--- src/rtl/axi_lite_apb_bridge_if.sv ---
// AXI4-Lite (slave side) and APB (master side) signal bundle for axi_lite_apb_bridge.
// The slave modport is the bridge's view; master is the view of the surrounding system.
interface axi_lite_apb_bridge_if #(
    parameter int ADDR_W = 32,
    parameter int DATA_W = 32
);
    logic [ADDR_W-1:0]   awaddr;
    logic                awvalid;
    logic                awready;
    logic [DATA_W-1:0]   wdata;
    logic [DATA_W/8-1:0] wstrb;
    logic                wvalid;
    logic                wready;
    logic [1:0]          bresp;
    logic                bvalid;
    logic                bready;
    logic [ADDR_W-1:0]   araddr;
    logic                arvalid;
    logic                arready;
    logic [DATA_W-1:0]   rdata;
    logic [1:0]          rresp;
    logic                rvalid;
    logic                rready;
    logic [ADDR_W-1:0]   paddr;
    logic                psel;
    logic                penable;
    logic                pwrite;
    logic [DATA_W-1:0]   pwdata;
    logic [DATA_W/8-1:0] pstrb;
    logic [DATA_W-1:0]   prdata;
    logic                pready;
    logic                pslverr;

    modport slave (
        input  awaddr, awvalid, wdata, wstrb, wvalid, bready,
               araddr, arvalid, rready, prdata, pready, pslverr,
        output awready, wready, bresp, bvalid, arready, rdata, rresp, rvalid,
               paddr, psel, penable, pwrite, pwdata, pstrb
    );

    modport master (
        output awaddr, awvalid, wdata, wstrb, wvalid, bready,
               araddr, arvalid, rready, prdata, pready, pslverr,
        input  awready, wready, bresp, bvalid, arready, rdata, rresp, rvalid,
               paddr, psel, penable, pwrite, pwdata, pstrb
    );
endinterface

--- src/rtl/axi_lite_apb_bridge.sv ---
// AXI4-Lite slave to APB master bridge: one outstanding transfer, round-robin
// read/write arbitration and an ACCESS-phase timeout that forces SLVERR.
module axi_lite_apb_bridge #(
    parameter int ADDR_W  = 32,
    parameter int DATA_W  = 32,
    parameter int TIMEOUT = 255
) (
    input  logic                 aclk,
    input  logic                 areset_n,
    axi_lite_apb_bridge_if.slave bus,
    output logic [2:0]           bridge_state
);
    typedef enum logic [2:0] {
        IDLE   = 3'd0,
        SETUP  = 3'd1,
        ACCESS = 3'd2,
        WRESP  = 3'd3,
        RRESP  = 3'd4
    } state_t;

    localparam logic [1:0] OKAY   = 2'b00;
    localparam logic [1:0] SLVERR = 2'b10;
    localparam int CNT_W = (TIMEOUT > 1) ? $clog2(TIMEOUT) : 1;
    localparam logic [CNT_W-1:0] CNT_LAST = CNT_W'(TIMEOUT - 1);

    state_t            state;
    logic              prio_wr;
    logic [CNT_W-1:0]  wait_cnt;

    logic              wr_req, rd_req, grant_wr, grant_rd, arb_en, done;
    logic [1:0]        resp_next;
    logic [DATA_W-1:0] rdata_next;
    logic [ADDR_W-1:0] req_addr;

    assign bridge_state = state;

    always_comb begin
        wr_req     = bus.awvalid & bus.wvalid;
        rd_req     = bus.arvalid;
        grant_wr   = wr_req & (prio_wr | ~rd_req);
        grant_rd   = rd_req & ~grant_wr;
        // Arbitration also runs on the response handshake so the next request
        // sees its ready in the very first IDLE cycle.
        arb_en     = (state == IDLE && !bus.awready && !bus.arready)
                  || (state == WRESP && bus.bready)
                  || (state == RRESP && bus.rready);
        done       = bus.pready || (wait_cnt == CNT_LAST);
        resp_next  = (bus.pready && !bus.pslverr) ? OKAY : SLVERR;
        rdata_next = bus.pready ? bus.prdata : '0;
        req_addr   = bus.awready ? bus.awaddr : bus.araddr;
    end

    always_ff @(posedge aclk or negedge areset_n) begin
        if (!areset_n) begin
            state       <= IDLE;
            prio_wr     <= 1'b1;
            wait_cnt    <= '0;
            bus.awready <= 1'b0;
            bus.wready  <= 1'b0;
            bus.arready <= 1'b0;
            bus.bvalid  <= 1'b0;
            bus.bresp   <= '0;
            bus.rvalid  <= 1'b0;
            bus.rresp   <= '0;
            bus.rdata   <= '0;
            bus.paddr   <= '0;
            bus.psel    <= 1'b0;
            bus.penable <= 1'b0;
            bus.pwrite  <= 1'b0;
            bus.pwdata  <= '0;
            bus.pstrb   <= '0;
        end else begin
            case (state)
                IDLE: begin
                    if (bus.awready || bus.arready) begin
                        bus.awready <= 1'b0;
                        bus.wready  <= 1'b0;
                        bus.arready <= 1'b0;
                        bus.paddr   <= req_addr;
                        bus.pwrite  <= bus.awready;
                        bus.pstrb   <= bus.awready ? bus.wstrb : '0;
                        if (bus.awready) bus.pwdata <= bus.wdata;
                        bus.psel    <= 1'b1;
                        state       <= SETUP;
                    end
                end
                SETUP: begin
                    bus.penable <= 1'b1;
                    wait_cnt    <= '0;
                    state       <= ACCESS;
                end
                ACCESS: begin
                    if (done) begin
                        bus.psel    <= 1'b0;
                        bus.penable <= 1'b0;
                        if (bus.pwrite) begin
                            bus.bvalid <= 1'b1;
                            bus.bresp  <= resp_next;
                            state      <= WRESP;
                        end else begin
                            bus.rvalid <= 1'b1;
                            bus.rresp  <= resp_next;
                            bus.rdata  <= rdata_next;
                            state      <= RRESP;
                        end
                    end else begin
                        wait_cnt <= wait_cnt + CNT_W'(1);
                    end
                end
                WRESP: begin
                    if (bus.bready) begin
                        bus.bvalid <= 1'b0;
                        state      <= IDLE;
                    end
                end
                RRESP: begin
                    if (bus.rready) begin
                        bus.rvalid <= 1'b0;
                        state      <= IDLE;
                    end
                end
                default: state <= IDLE;
            endcase

            if (arb_en) begin
                bus.awready <= grant_wr;
                bus.wready  <= grant_wr;
                bus.arready <= grant_rd;
                if (grant_wr || grant_rd) prio_wr <= ~prio_wr;
            end
        end
    end
endmodule

--- src/flat_wrapper.sv ---
// flat-port wrapper written by rule: the top's interface ports become plain ports
module axi_lite_apb_bridge_flat 
#(
    parameter int ADDR_W  = 32,
    parameter int DATA_W  = 32,
    parameter int TIMEOUT = 255
)
  (aclk, areset_n, bridge_state, bus_awaddr, bus_awvalid, bus_wdata, bus_wstrb, bus_wvalid, bus_bready, bus_araddr, bus_arvalid, bus_rready, bus_prdata, bus_pready, bus_pslverr, bus_awready, bus_wready, bus_bresp, bus_bvalid, bus_arready, bus_rdata, bus_rresp, bus_rvalid, bus_paddr, bus_psel, bus_penable, bus_pwrite, bus_pwdata, bus_pstrb);
  axi_lite_apb_bridge_if #(.ADDR_W(ADDR_W), .DATA_W(DATA_W)) bus_i ();
  input  logic aclk;
  input  logic areset_n;
  output logic [2:0] bridge_state;
  input wire logic [$bits(bus_i.awaddr)-1:0] bus_awaddr;
  input wire logic [$bits(bus_i.awvalid)-1:0] bus_awvalid;
  input wire logic [$bits(bus_i.wdata)-1:0] bus_wdata;
  input wire logic [$bits(bus_i.wstrb)-1:0] bus_wstrb;
  input wire logic [$bits(bus_i.wvalid)-1:0] bus_wvalid;
  input wire logic [$bits(bus_i.bready)-1:0] bus_bready;
  input wire logic [$bits(bus_i.araddr)-1:0] bus_araddr;
  input wire logic [$bits(bus_i.arvalid)-1:0] bus_arvalid;
  input wire logic [$bits(bus_i.rready)-1:0] bus_rready;
  input wire logic [$bits(bus_i.prdata)-1:0] bus_prdata;
  input wire logic [$bits(bus_i.pready)-1:0] bus_pready;
  input wire logic [$bits(bus_i.pslverr)-1:0] bus_pslverr;
  output wire logic [$bits(bus_i.awready)-1:0] bus_awready;
  output wire logic [$bits(bus_i.wready)-1:0] bus_wready;
  output wire logic [$bits(bus_i.bresp)-1:0] bus_bresp;
  output wire logic [$bits(bus_i.bvalid)-1:0] bus_bvalid;
  output wire logic [$bits(bus_i.arready)-1:0] bus_arready;
  output wire logic [$bits(bus_i.rdata)-1:0] bus_rdata;
  output wire logic [$bits(bus_i.rresp)-1:0] bus_rresp;
  output wire logic [$bits(bus_i.rvalid)-1:0] bus_rvalid;
  output wire logic [$bits(bus_i.paddr)-1:0] bus_paddr;
  output wire logic [$bits(bus_i.psel)-1:0] bus_psel;
  output wire logic [$bits(bus_i.penable)-1:0] bus_penable;
  output wire logic [$bits(bus_i.pwrite)-1:0] bus_pwrite;
  output wire logic [$bits(bus_i.pwdata)-1:0] bus_pwdata;
  output wire logic [$bits(bus_i.pstrb)-1:0] bus_pstrb;
  assign bus_i.awaddr = bus_awaddr;
  assign bus_i.awvalid = bus_awvalid;
  assign bus_i.wdata = bus_wdata;
  assign bus_i.wstrb = bus_wstrb;
  assign bus_i.wvalid = bus_wvalid;
  assign bus_i.bready = bus_bready;
  assign bus_i.araddr = bus_araddr;
  assign bus_i.arvalid = bus_arvalid;
  assign bus_i.rready = bus_rready;
  assign bus_i.prdata = bus_prdata;
  assign bus_i.pready = bus_pready;
  assign bus_i.pslverr = bus_pslverr;
  assign bus_awready = bus_i.awready;
  assign bus_wready = bus_i.wready;
  assign bus_bresp = bus_i.bresp;
  assign bus_bvalid = bus_i.bvalid;
  assign bus_arready = bus_i.arready;
  assign bus_rdata = bus_i.rdata;
  assign bus_rresp = bus_i.rresp;
  assign bus_rvalid = bus_i.rvalid;
  assign bus_paddr = bus_i.paddr;
  assign bus_psel = bus_i.psel;
  assign bus_penable = bus_i.penable;
  assign bus_pwrite = bus_i.pwrite;
  assign bus_pwdata = bus_i.pwdata;
  assign bus_pstrb = bus_i.pstrb;
  axi_lite_apb_bridge #(.ADDR_W(ADDR_W), .DATA_W(DATA_W), .TIMEOUT(TIMEOUT)) u_core (.aclk(aclk), .areset_n(areset_n), .bus(bus_i), .bridge_state(bridge_state));
endmodule
--- config.mk ---
export PLATFORM = sky130hd
export DESIGN_NAME = axi_lite_apb_bridge_flat
export DESIGN_NICKNAME = d
export VERILOG_FILES = /design/src/rtl/axi_lite_apb_bridge_if.sv /design/src/rtl/axi_lite_apb_bridge.sv /design/src/flat_wrapper.sv
export SDC_FILE = /design/constraint.sdc
export NUM_CORES = 1
export LEC_CHECK = 0
export CORE_ASPECT_RATIO = 1.75
export CORE_MARGIN = 5
export CORE_UTILIZATION = 40
export CTS_BUF_LIST = sky130_fd_sc_hd__clkbuf_16
export DETAILED_ROUTE_END_ITERATION = 8
export PLACE_DENSITY = 0.85
export SYNTH_ARGS = -nofsm -noshare
export SYNTH_HDL_FRONTEND = slang
export SYNTH_SLANG_ARGS = --single-unit
export TNS_END_PERCENT = 1
--- constraint.sdc ---
create_clock -name aclk -period 2.14 [get_ports aclk]
set_input_delay 0.321 -clock aclk [delete_from_list [all_inputs] [get_ports aclk]]
set_output_delay 0.321 -clock aclk [all_outputs]
set_load 0.02 [all_outputs]
**Run 1: placement view**

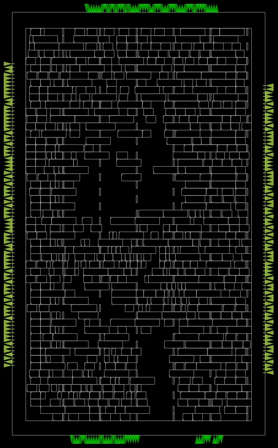
CORE AREA: 0.01243 mm²
number of core rows: 54
post-route core utilization: 67.63%
sequential portion of the cell area: 36.04%

**Run 1: wiring by layer**

Drawn at 3 px/µm. Two of the layers only.
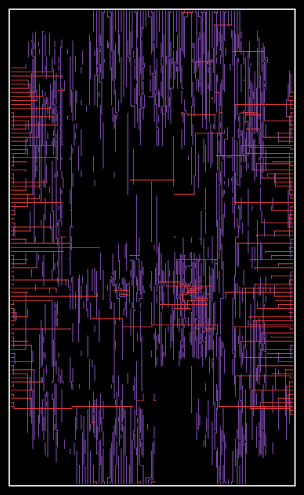
met3: in red, wire length 1520 µm. met2: in purple, wire length 8060 µm.

==> out/writeup.txt, run 1 <==
Setup repair after global routing left no endpoint under its margin. The max-cap violation count was 0; the number of warnings in the stage logs was 27. The critical path class was reg -> out. The data required time of the worst path is 1.82 ns. The worst path in the final design needs a cycle of 2.044 ns, including I/O delays and setup.

Maximum fanout along the worst path: 17. Across the whole layout, storage elements account for 0.003030 mm². The worst slew margin relative to its limit is 53.78%, and the area fraction in xor and xnor cells is 0.1741%. With the share of synthesized cell area in and-or and or-and compound cells at 12.46%, the number of H-tree levels is 4. Dividing the detail-routed wire length by the instance count gives 18.11 µm. The portion of the post-synthesis area used by sequential elements came out at 60.22%. After global routing the overflow that remains totals 0. The cell type that accounts for the most area after synthesis is sky130_fd_sc_hd__dfrtp_1.

After detailed routing, the total wire length is 15.31 mm. For the post-synthesis cell area, the log shows 0.005030 mm². Main kind of combinational logic by area: multiplexers. The count of endpoints failing hold in the final timing report was 0. For reference, full adder, half adder and majority cells occupy 0.4975% of the area reported after synthesis. The slew at the pin closest to its max-slew limit is 0.6906 ns. Final hold analysis gives a worst-case slack of 0.4017 ns. The initial utilization of the core area, before any placement, comes to 40.46%.

Buffers placed on the I/O ports in this run total 253. The run gives 0 as the number of antenna repair diodes. Cells with a size suffix above 1 make up 12.85% of the layout. The chip occupies 0.01501 mm². The flow ran to the end, and the final reports show no timing, DRC or antenna violations. The leakage component of the power was reported as 3.641 nW.
**Run 1: zoomed window**

Window x 32 to 62, y 64 to 94 µm. Cells in gray, sequential cells in the stronger gray; small squares are vias.
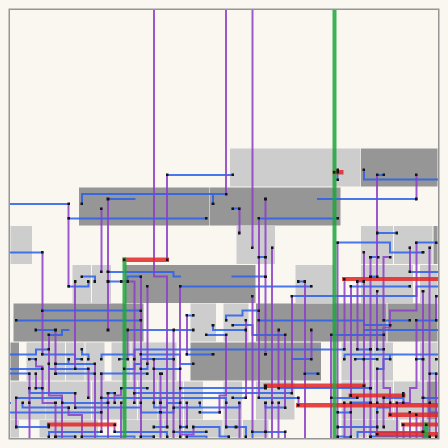
met3: in red. met1: in blue. met4: in green. met2: in purple.
36 logic cells have their middle in the window. Most frequent: nand2_1 (9), dfrtp_1 (7), a21o_1 (2). Netlist names of flops here include `u_core.bridge_state` (2), `u_core.wait_cnt` (2). Sequential cells in the window: 7.

run 1: metrics by stage:
step	setup WS [ns]	TNS, ns	cells	instance area (µm²)	util [%]
floorplan	0.2161	0	404	5034	-
global placement	0.1793	0	812	7777	62.56
detailed placement	-0.08574	-0.08574	812	7777	62.56
CTS	0.07583	0	845	8408	67.63
global route	0.02042	0	845	8408	67.63
finish	0.09557	0	845	8408	67.63
run 1: power breakdown:
part	switching, mW	total, mW	internal (mW)
Sequential	0.647	4.00	3.35
Combinational	3.01	6.08	3.07
Clock	1.09	2.95	1.86
Total	4.75	13.0	8.28
run 1: worst reg2reg max path: cells and delay by family (launching register included):
kind	cells	cell delay, ns
fa+ha+maj	1	0.19
simple gates	2	0.53
buf+inv	2	0.33
compound gates	2	0.38
flops	1	0.42
run 1: area by class of cell:
cell class | count | share of cell area [%]
Tap cell | 168 | 2.500
Multi-Input combinational cell | 247 | 21.58
Timing Repair Buffer | 269 | 32.19
Clock buffer | 17 | 5.060
Clock inverter | 15 | 2.277
Sequential cell | 121 | 36.04
Inverter | 8 | 0.3571
run 1: what timing repair did:
action                     in CTS  in global routing
hold buffers                    1                  0
gates resized                   1                  0
hold endpoints to repair       28                  0
setup endpoints to repair       2                  0
run 1: path summary, 6_finish.rpt:
check                                   endpoint  cells past startpoint  slack, ns                  from
min reg2reg                 u_core.bus.paddr[24]                      2       0.48  u_core.bus.paddr[24]
max reg2reg                  u_core.bus.rdata[0]                      7       0.19    u_core.wait_cnt[0]
min in group aclk           u_core.bus.paddr[24]                      2       0.48  u_core.bus.paddr[24]
max in group asynchronous  u_core.bus.pwdata[29]                      3       1.09              areset_n
min                         u_core.bus.pwdata[5]                      2       0.40              areset_n
max                                   bus_wready                      2        0.1    u_core.bus.awready
run 1: state kept, by name (all words and copies together) (netlist names):
signal	count
u_core.bus.rdata	32
u_core.wait_cnt	8
u_core.bridge_state	3
u_core.bus.paddr	32
u_core.bus.pwrite	1
u_core.bus.rresp	1
u_core.bus.pwdata	32
u_core.bus.penable	1
u_core.bus.arready	1
u_core.bus.psel	1
u_core.bus.rvalid	1
u_core.bus.bvalid	1
u_core.bus.pstrb	4
u_core.bus.awready	1
u_core.prio_wr	1
u_core.bus.bresp	1
run 1: metal layers:
layer	vias up	global-route usage (%)	routed length, µm
met5	-	0	0
met4	0	9.085	415
met3	36	7.801	1521
met2	244	36.27	8059
met1	1976	21.36	5309
li1	1961	-	-
run 1: placed cells by master (no fill, tap or decap), drive strengths merged, types with 2 or more instances in the layout:
master and count:
dfrtp 120, o311ai 2, o21ai 39, nand3 2, clkinvlp 2, clkinv 6, clkdlybuf4s50 252, mux2i 36
a22o 36, and4 2, ha 2, nand4 2, nor3 2, conb 2, nor2 3, bufinv 3
a21oi 4, buf 16, mux2 32, o41ai 2, nand2 55, and3 3, a21o 2, inv 12
clkbuf 17, and2 2
==> run 2: changes to the inputs <==
--- a/config.mk
+++ b/config.mk
@@ -6,7 +6,7 @@
 export NUM_CORES = 1
 export LEC_CHECK = 0
 export CORE_ASPECT_RATIO = 1.75
-export CORE_MARGIN = 5
+export CORE_MARGIN = 1.5
 export CORE_UTILIZATION = 40
 export CTS_BUF_LIST = sky130_fd_sc_hd__clkbuf_16
 export DETAILED_ROUTE_END_ITERATION = 8
**Run 2: zoomed window**

Window x 29 to 59, y 61 to 91 µm. Cells in gray, sequential cells in the stronger gray; small squares are vias.
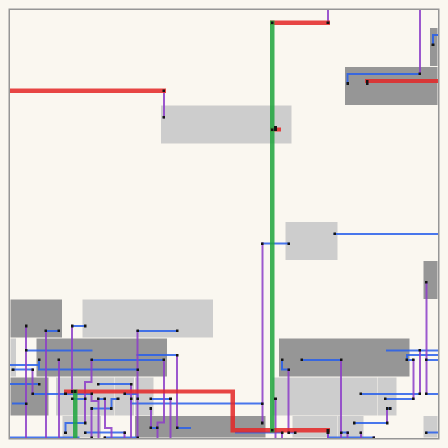
met2: in purple. met1: in blue. met3: in red. met4: in green.
Most frequent: dfrtp_1 (4), nand2_1 (2), clkbuf_16 (2). Sequential cells in the window: 4. 15 logic cells have their middle in the window.

==> run 2 against run 1 <==
Area after synthesis did not move. Total power fell by 0.30%. Hold slack barely moved. Clock skew rose by 0.0066 ns. Sequential power barely moved. Setup slack improved by 0.064 ns. Final cell count fell by 0.36%. Final area fell by 0.18%. Critical endpoint is now bridge_state[0].
==> out/writeup.txt, run 2 <==
Global-route layer with the greatest usage: met2. The largest single stage delay on the critical path is 0.64 ns. The H-tree was split into 4 levels. The run gives 1 for the quantity of hold-fixing buffers added after cts.

For this run, the script counts the antenna cells in the layout as 0. Counting pins that exceed their max-slew limit in the final report gives 0. The dominant cell type by area after synthesis is sky130_fd_sc_hd__dfrtp_1. The cell area that synthesis handed to floorplanning was 0.005030 mm².

The number of buffers added on ports is 253. The commonest non-fill, non-tap cell in the layout is sky130_fd_sc_hd__clkdlybuf4s50_1. With the met2 track demand over resource in global routing at 37.48%, the share of final-layout standard cells stronger than drive strength 1 is 12.46%. Launching element type of the critical path: a flop. The average routed wire per standard cell came out at 16.71 µm.

The number of buffer and inverter instances along the worst setup path is 2, and the max-cap violation count is 0. Setup repair after global routing left no endpoint under its margin. Per the OpenROAD power report, leakage power amounts to 3.637 nW. With the count of standard-cell rows at 54, the data required time of the worst path is 1.82 ns.

Per the timing report, the biggest fanout along the worst path comes to 8. The worst path in the final design needs a cycle of 1.981 ns, including I/O delays and setup. The routed design has 14.07 mm of wire. The global routing report lists met1 layer usage as 22.86%. The portion of the post-synthesis area used by sequential elements was 60.22%. Fraction of the core area occupied by cells at floorplan: 40.68%. The post-cts repair resize count is 0. By startpoint and endpoint, the worst setup path is classified as reg -> out.

By instance count after routing, the leading logic cell types are 252 x sky130_fd_sc_hd__clkdlybuf4s50_1, 119 x sky130_fd_sc_hd__dfrtp_1, 55 x sky130_fd_sc_hd__nand2_1. The flow ran to the end, and the final reports show no timing, DRC or antenna violations. With the summed negative setup slack over all endpoints at 0 ns, the deepest clock path buffer count is 2.

The run gives 0.01328 mm² as the area of the die. Met3 layer usage reported by global route: 6.594%. The worst setup path is captured at an output pin.

The post-synth tally of flip-flops with integrated enable came out at 0. Recorded from the global router log, the overflow total was 0. Per the post-route antenna check, the number of violating nets is 0.

The run gives 21.46 mm for the first-pass GRT wire length. The script computed a power per unit cell area of 1547 mW/mm². Counting endpoints that fail hold in the final report gives 0.

The run gives 27 for the number of warnings in the stage logs. The run gives 4 for the number of optimization iterations in the first detailed-route pass. The largest registers in the layout are u_core.bus.paddr x32, u_core.bus.pwdata x32, u_core.bus.rdata x32.

The total area inside the core boundary comes to 0.01236 mm².
run 2: cell counts after synthesis:
No cell type changed its count.
run 2: metrics by stage:
stage	worst slack, ns	hold WS, ns	area, µm²	cells	util [%]
after floorplan	0.2161	0.02541	5034	404	-
after global placement	0.1757	0.2693	7767	809	62.82
after detailed placement	0.1539	0.2781	7767	809	62.82
after CTS	0.1344	0.4077	8393	842	67.88
after global routing	0.04664	0.4242	8393	842	67.88
final	0.1593	0.4022	8393	842	67.88
run 2: worst reg2reg max path, cell delays in order, from the launching register on:
cell and delay (ns):
sky130_fd_sc_hd__dfrtp_1 0.41, sky130_fd_sc_hd__inv_1 0.06, sky130_fd_sc_hd__ha_1 0.22, sky130_fd_sc_hd__and4_1 0.19
sky130_fd_sc_hd__a21oi_1 0.37, sky130_fd_sc_hd__or3_1 0.22, sky130_fd_sc_hd__buf_12 0.20, sky130_fd_sc_hd__a22o_1 0.21
run 2: kinds of logic after synthesis:
kind of cell	synth area share, %
other cells	0.07456
compound gates	12.46
simple gates	8.085
buf+inv	4.154
fa+ha+maj	0.4974
flops	60.22
mux	14.33
xor+xnor	0.1742
run 2: metal layers:
metal  up-vias  wire (µm)
li1       1959          -
met1      2059       5151
met2       225       7429
met3        21       1222
met4         0        268
met5         -          0
run 2: worst paths after layout:
check / slack (ns) / end / cells past startpoint / start
max: 0.16 / bridge_state[0] / 2 / u_core.bridge_state[0]
min: 0.40 / u_core.bus.pwdata[11] / 2 / areset_n
max reg2reg: 0.18 / u_core.bus.rdata[21] / 7 / u_core.wait_cnt[0]
min reg2reg: 0.48 / u_core.bus.paddr[20] / 2 / u_core.bus.paddr[20]
max in group asynchronous: 1.10 / u_core.bus.paddr[7] / 3 / areset_n
min in group aclk: 0.48 / u_core.bus.paddr[20] / 2 / u_core.bus.paddr[20]
run 2: power by group:
group	internal, mW	switching, mW
Sequential	3.35	0.628
Clock	1.86	1.10
Combinational	3.07	2.98
run 2: cell type report:
class	count	area (µm²)
Multi-Input combinational cell	247	1814
Clock inverter	15	190.2
Fill cell	871	3971
Timing Repair Buffer	266	2693
Tap cell	168	210.2
Sequential cell	121	3030
Clock buffer	17	425.4
Inverter	8	30.03
No activity file was given, so power comes from the tool's default toggle rates.
